===== src/rtl/pecwei_loader.sv =====
// Purpose : double-buffered (ping-pong) weight store for one PE cluster; requests and loads
//           NUM_WEI-word weight sets while the compute core reads the other bank.
// Latency : read data registered, valid one cycle after PEC_RdAddr; WeiRdy one cycle after DONE.
// Backpressure: beats accepted only while CTRLWEIPEC_RdyWei && DISWEIPEC_ValWei in LOAD; RdyWei low pauses the load.
//
// Ports:
//   clk, rst                 clock, asynchronous active-high reset
//   PECCTRLWEI_GetWei        out  one-cycle request for a weight set
//   CTRLWEIPEC_RdyWei        in   level grant of the weight bus
//   DISWEIPEC_Wei/_ValWei    in   weight word and its valid
//   PEC_SwitchBank           in   compute core releases its bank
//   PEC_RdAddr               in   read word index into the compute bank
//   PECWEI_RdWei             out  registered read data (0 for out-of-range index)
//   PECWEI_WeiRdy            out  compute bank holds a complete set
//   PECWEI_ErrWei            out  sticky dropped-beat flag
//
// Build option: define PECWEI_ERR_CHK_EN to build the dropped-beat checker;
// otherwise PECWEI_ErrWei is tied low.

module pecwei_loader #(
    parameter int WEI_WIDTH  = 8,
    parameter int NUM_WEI    = 27,
    parameter int ADDR_WIDTH = 5
) (
    input  logic                  clk,
    input  logic                  rst,
    output logic                  PECCTRLWEI_GetWei,
    input  logic                  CTRLWEIPEC_RdyWei,
    input  logic [WEI_WIDTH-1:0]  DISWEIPEC_Wei,
    input  logic                  DISWEIPEC_ValWei,
    input  logic                  PEC_SwitchBank,
    input  logic [ADDR_WIDTH-1:0] PEC_RdAddr,
    output logic [WEI_WIDTH-1:0]  PECWEI_RdWei,
    output logic                  PECWEI_WeiRdy,
    output logic                  PECWEI_ErrWei
);

    typedef enum logic [1:0] {
        IDLE = 2'd0,
        REQ  = 2'd1,
        LOAD = 2'd2,
        DONE = 2'd3
    } state_t;

    localparam logic [ADDR_WIDTH-1:0] LAST_IDX    = ADDR_WIDTH'(NUM_WEI - 1);
    // one extra bit so the range compare works even when NUM_WEI == 2**ADDR_WIDTH
    localparam logic [ADDR_WIDTH:0]   NUM_WEI_EXT = (ADDR_WIDTH + 1)'(NUM_WEI);

    state_t                  state;
    state_t                  state_nxt;
    logic [ADDR_WIDTH-1:0]   cnt;
    logic                    wr_bank;
    logic                    rd_bank;
    logic [1:0]              full;
    logic [1:0]              full_nxt;
    logic                    accept;
    logic                    switch_ok;
    logic                    get_wei;
    logic [WEI_WIDTH-1:0]    rd_dat;

    logic [WEI_WIDTH-1:0]    mem [2][NUM_WEI];

    // ------------------------------------------------------------------
    // FSM
    // ------------------------------------------------------------------
    always_ff @(posedge clk or posedge rst) begin
        if (rst) begin
            state <= IDLE;
        end else begin
            state <= state_nxt;
        end
    end

    always_comb begin
        state_nxt = state;
        get_wei   = 1'b0;
        accept    = 1'b0;
        case (state)
            IDLE: begin
                // both banks full: wait until compute releases one
                if (!full[wr_bank]) begin
                    state_nxt = REQ;
                end
            end
            REQ: begin
                get_wei   = 1'b1;
                state_nxt = LOAD;
            end
            LOAD: begin
                accept = CTRLWEIPEC_RdyWei & DISWEIPEC_ValWei;
                if (accept && (cnt == LAST_IDX)) begin
                    state_nxt = DONE;
                end
            end
            DONE: begin
                state_nxt = IDLE;
            end
            default: begin
                state_nxt = IDLE;
            end
        endcase
    end

    assign PECCTRLWEI_GetWei = get_wei;

    // ------------------------------------------------------------------
    // Load counter and bank pointers
    // ------------------------------------------------------------------
    always_ff @(posedge clk or posedge rst) begin
        if (rst) begin
            cnt <= '0;
        end else if (state == DONE) begin
            cnt <= '0;
        end else if (accept) begin
            cnt <= cnt + 1'b1;
        end
    end

    always_ff @(posedge clk or posedge rst) begin
        if (rst) begin
            wr_bank <= 1'b0;
        end else if (state == DONE) begin
            wr_bank <= ~wr_bank;
        end
    end

    assign switch_ok = PEC_SwitchBank & full[rd_bank];

    always_ff @(posedge clk or posedge rst) begin
        if (rst) begin
            rd_bank <= 1'b0;
        end else if (switch_ok) begin
            rd_bank <= ~rd_bank;
        end
    end

    // A DONE set and a release clear can land together; they never hit the
    // same bank because a bank is only loaded while its full bit is clear.
    always_comb begin
        full_nxt = full;
        if (state == DONE) begin
            full_nxt[wr_bank] = 1'b1;
        end
        if (switch_ok) begin
            full_nxt[rd_bank] = 1'b0;
        end
    end

    always_ff @(posedge clk or posedge rst) begin
        if (rst) begin
            full <= 2'b00;
        end else begin
            full <= full_nxt;
        end
    end

    assign PECWEI_WeiRdy = full[rd_bank];

    // ------------------------------------------------------------------
    // Storage: write port from the load path, registered read port
    // ------------------------------------------------------------------
    always_ff @(posedge clk) begin
        if (accept) begin
            mem[wr_bank][cnt] <= DISWEIPEC_Wei;
        end
    end

    always_ff @(posedge clk or posedge rst) begin
        if (rst) begin
            rd_dat <= '0;
        end else if ({1'b0, PEC_RdAddr} < NUM_WEI_EXT) begin
            rd_dat <= mem[rd_bank][PEC_RdAddr];
        end else begin
            rd_dat <= '0;
        end
    end

    assign PECWEI_RdWei = rd_dat;

    // ------------------------------------------------------------------
    // Dropped-beat checker
    // ------------------------------------------------------------------
`ifdef PECWEI_ERR_CHK_EN
    logic err;
    logic drop;

    // any valid beat that the load path did not take is a protocol error
    assign drop = DISWEIPEC_ValWei & ~accept;

    always_ff @(posedge clk or posedge rst) begin
        if (rst) begin
            err <= 1'b0;
        end else if (drop) begin
            err <= 1'b1;
        end
    end

    assign PECWEI_ErrWei = err;
`else
    assign PECWEI_ErrWei = 1'b0;
`endif

endmodule


===== config.mk =====
export PLATFORM = sky130hd
export DESIGN_NAME = pecwei_loader
export DESIGN_NICKNAME = d
export VERILOG_FILES = /design/src/rtl/pecwei_loader.sv
export SDC_FILE = /design/constraint.sdc
export NUM_CORES = 1
export LEC_CHECK = 0
export CAP_MARGIN = 40
export CELL_PAD_IN_SITES_DETAIL_PLACEMENT = 0
export CELL_PAD_IN_SITES_GLOBAL_PLACEMENT = 2
export CORE_MARGIN = 3
export CORE_UTILIZATION = 40
export DETAILED_ROUTE_END_ITERATION = 12
export HOLD_SLACK_MARGIN = 0.05
export PLACE_DENSITY_LB_ADDON = 0.1
export SETUP_SLACK_MARGIN = 0.3
export SLEW_MARGIN = 25
export SYNTH_ARGS = -nofsm -noshare
export SYNTH_HDL_FRONTEND = slang
export SYNTH_SLANG_ARGS = --single-unit

===== constraint.sdc =====
create_clock -name clk -period 4.34 [get_ports clk]
set_input_delay 0.868 -clock clk [delete_from_list [all_inputs] [get_ports clk]]
set_output_delay 0.868 -clock clk [all_outputs]
set_load 0.05 [all_outputs]

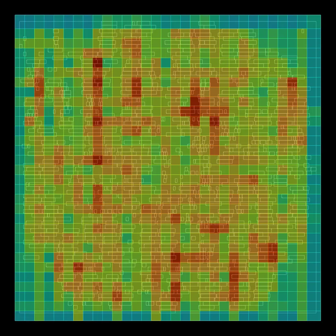
(routing congestion)
Final Util: 46.7%
DR WL/cell: 28.4 microns
gr usage total: 19.4%

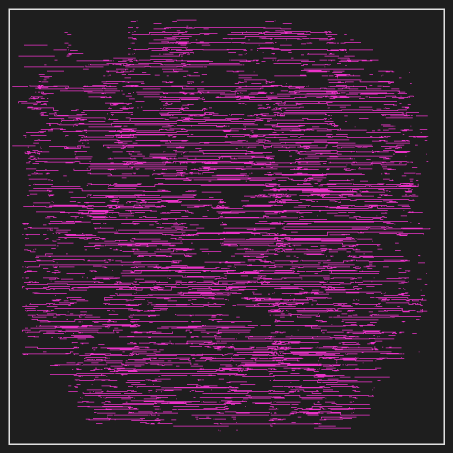
(metal 1)
(2 px per micron)
The longest straight run is 68.1 microns. 923 nets have wire on it. The wires run mostly horizontal.

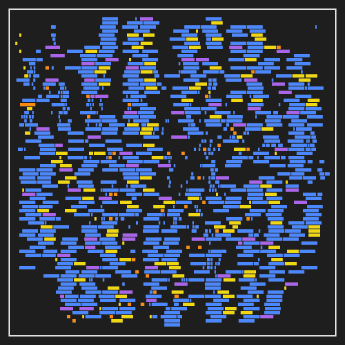
(cells by drive strength)
(1.5 px per micron)
Key: blue = x1 and smaller [cells 746, share 77%, most used edfxtp_1]; orange = x3 and x4 [cells 39, share 4.0%, most used buf_4]; yellow = x2 [cells 129, share 13%, most used mux4_2]; purple = x6 and larger [cells 61, share 6.3%, most used clkbuf_16]

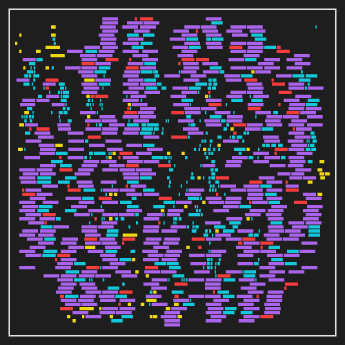
(cells coloured by class)
(1.5 px per micron)
Key: red = clock drivers and dummy loads [cells 88, share of their area 7.4%]; yellow = remaining buffers and delay cells [cells 65, share of their area 3.3%]; purple = sequential cells [cells 451, share of their area 69%]; cyan = remaining logic cells [cells 371, share of their area 21%]

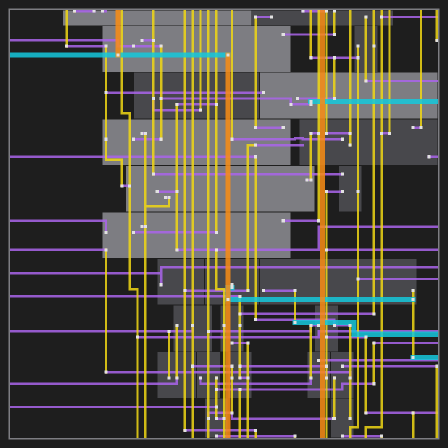
(close-up of the layout)
Region (42, 150) to (67, 175) microns. Cells in grey, sequential cells in the stronger grey; small squares are vias.
Key: cyan = M3; purple = M1; yellow = M2; orange = M4
Sequential cells in the window: 5. Netlist names of flops here include mem (5). Most frequent: nand2_1 (8), edfxtp_1 (5), nor2_1 (2). 22 logic cells have their middle in the window.

==> through the flow <==
step	cell area, sq um	cells
5_1_grt	20300	1560
3_5_place_dp	18800	1467
4_1_cts	20200	1555
2_1_floorplan	17800	869
6_report	20300	1560
3_3_place_gp	18700	1462
==> layer usage <==
layer  wire length, microns  up-vias
li1                       -     3697
met1                  19800     4626
met5                      0        -
met2                  21200      282
met3                   2600       55
met4                    768        0
==> cell families (layout without fill, tap and decap cells) <==
| logic type | Yosys count | in the layout |
|---|---|---|
| muxes | 139 | 139 |
| other | 1 | 1 |
| and+or+nand+nor | 148 | 148 |
| AOI/OAI and AO/OA | 60 | 60 |
| adders and majority gates | 9 | 9 |
| xor gates and xnor gates | 5 | 5 |
| buffers and inverters | 56 | 162 |
| DFF | 451 | 451 |
==> worst max path at each step <==
stage	endpoint	slack, ns	startpoint
6_report	PECWEI_WeiRdy	0.93	rd_bank
5_1_grt	PECWEI_WeiRdy	0.83	rd_bank
4_1_cts	PECWEI_WeiRdy	0.84	rd_bank
3_5_place_dp	mem[0][171]	0.73	DISWEIPEC_ValWei
3_3_place_gp	mem[0][211]	0.81	CTRLWEIPEC_RdyWei
2_1_floorplan	PECWEI_WeiRdy	1.88	rd_bank
==> report_power, final <==
group	total, W	switching (W)	internal [W]
Sequential	0.00497	0.000130	0.00484
Combinational	0.00165	0.000871	0.000780
Clock	0.00378	0.00166	0.00213
Total	0.0104	0.00266	0.00774
==> flip-flops by register name, indices dropped and copies added, names as in the netlist <==
register	count
mem	432
PECWEI_RdWei	8
cnt	5
full	2
state	2
rd_bank	1
wr_bank	1
==> worst register-to-register path: cells and delay by family (launching register included) <==
| family | cells | cell delay [ns] |
|---|---|---|
| buffers and inverters | 1 | 0.13 |
| AND/OR/NAND/NOR | 4 | 1.87 |
| adder cells (fa/ha/maj) | 1 | 0.22 |
| flip-flops | 1 | 0.42 |
==> synthesized netlist by cell type (4+ instances only) <==
cell | count | share of area, %
dfrtp_1 | 19 | 2.7
mux4_2 | 101 | 13
o21ai_0 | 12 | 0.34
clkbuf_1 | 16 | 0.34
nand3_1 | 4 | 0.11
mux2i_1 | 27 | 1.5
a21oi_1 | 12 | 0.34
o22ai_1 | 6 | 0.21
mux4_1 | 7 | 1.0
nand2_1 | 22 | 0.47
buf_6 | 8 | 0.51
nor2_1 | 79 | 1.7
buf_2 | 12 | 0.34
nor2b_1 | 4 | 0.14
nor3_1 | 21 | 0.59
ha_1 | 9 | 0.63
nand2b_1 | 6 | 0.21
nand3b_1 | 4 | 0.17
mux2_2 | 4 | 0.25
inv_1 | 8 | 0.17
xor2_1 | 4 | 0.20
edfxtp_1 | 432 | 73
buf_4 | 6 | 0.25
buf_1 | 4 | 0.085
==> final cells by class <==
type / count / area (sq um) / share of cell area [%]
flip-flops and latches: 451 / 13500 / 66.3
multi-input cells: 362 / 3980 / 19.6
clock buffers: 54 / 1240 / 6.13
well taps: 585 / 732 / 3.61
repair buffers: 65 / 638 / 3.14
clock inverters: 34 / 209 / 1.03
inverters: 9 / 33.8 / 0.166
==> results.toml <==
# physical design summary
[cells_and_area]
nNetsFinal = 964
area_delta_synth_final_pct = 14.3
layout.cells.most_common_list = "432 x edfxtp_1, 101 x mux4_2, 79 x nor2_1, 49 x clkbuf_16, 32 x buf_4"
n_fill_cell = 3661
layout-drive-gt1-share_pct = 23.5
layout.cells.most_common = "edfxtp_1"

[synthesis]
yosys_area_sq_um = 17800
avgSynthCellArea_sq_um = 20.4
aoi_share_pct = 2.25
synth.comb.largest_family = "multiplexers"
ys_seq_elements = 451
syn-num-nets = 896
async_flop_share_pct = 4.21
ys_cells = 869
ys_sh_xor_pct = 0.247
ys_types = 49
postSynthCellCount = 869
yosys_warnings = 0
synth-edff-count = 432
synth_area_sq_um = 17800
ys_sh_simple_pct = 3.66
yosys.stat.seqShare_pct = 75.7

[routing]
viasPerCell = 5.55
drtPass1Iterations = 7
drc = 0
ant_nets = 0
wl_microns = 44300
vias = 8660

[timing]
setup_viol = 0
fin_worst_skew_ns = 0.0199
rsz0062_at_grt = "no"
hold_viol = 0
finalCritPeriodShare_pct = 78.5
finalWorstSetupSlack_ns = 0.933
drv_slew = 0
whs_ns = 0.544
slew-limit-headroom_pct = 46.5
min_period_ns = 3.41
max_freq_mhz = 294
max_slew.worst_pin.slew_ns = 0.799

[global_routing]
top_usage_layer = "met2"
grtUsageMet3_pct = 3.58
antenna_found_initial = 1
met1_usage_pct = 28.5
grt_pass1_vias = 9005
grt_max_degree = 57
grt_pass1_wl_microns = 65400
grt.overflow.total = 0

[clocking]
cts_setup_buffers = 0
h-tree-depth = 2
clock_path_buffers = 3
clockRootBuffer = "clkbuf_16"
cts_hold_buf = 0
path_clk_slew_ns = 0.06
cts_tree = "done"
clock_latency_ns = 0.58

[pwr]
total_power_w = 0.0104
vdd_drop_max_uv = 477

[worst_setup_path]
crit_path_max_incr_delay_ns = 0.85
path_depth = 2
reg2reg_to = "mem[0][175]"
slowest_stage = "dfrtp_4"
rrSetupSlack_ns = 1.34
path_class = "reg -> out"
critPathArrivalTime_ns = 2.54
rr_worst_depth = 6
path_delay_family = "flip-flops"
critPathLaunchType = "register"
worstPathCellList = "mux2_2 > clkdlybuf4s50_1"

[placed_design]
place_ws_ns = 0.728
gp_congestion = 0.792
hpwl_microns = 28800

[floorplanning]
ios = 29
rows = 76
dieArea_sq_um = 47000
die_w_microns = 217
die_h_microns = 217
coreArea_sq_um = 43500
fp_util_pct = 40.9

[run]
warnings = 33
drv_cap = 0

[min_path]
min_to = "full[0]"
hold_path.class = "reg -> reg"
hold_depth = 1
worstHoldStart = "full[0]"

[run_status]
outcome = "finished clean"
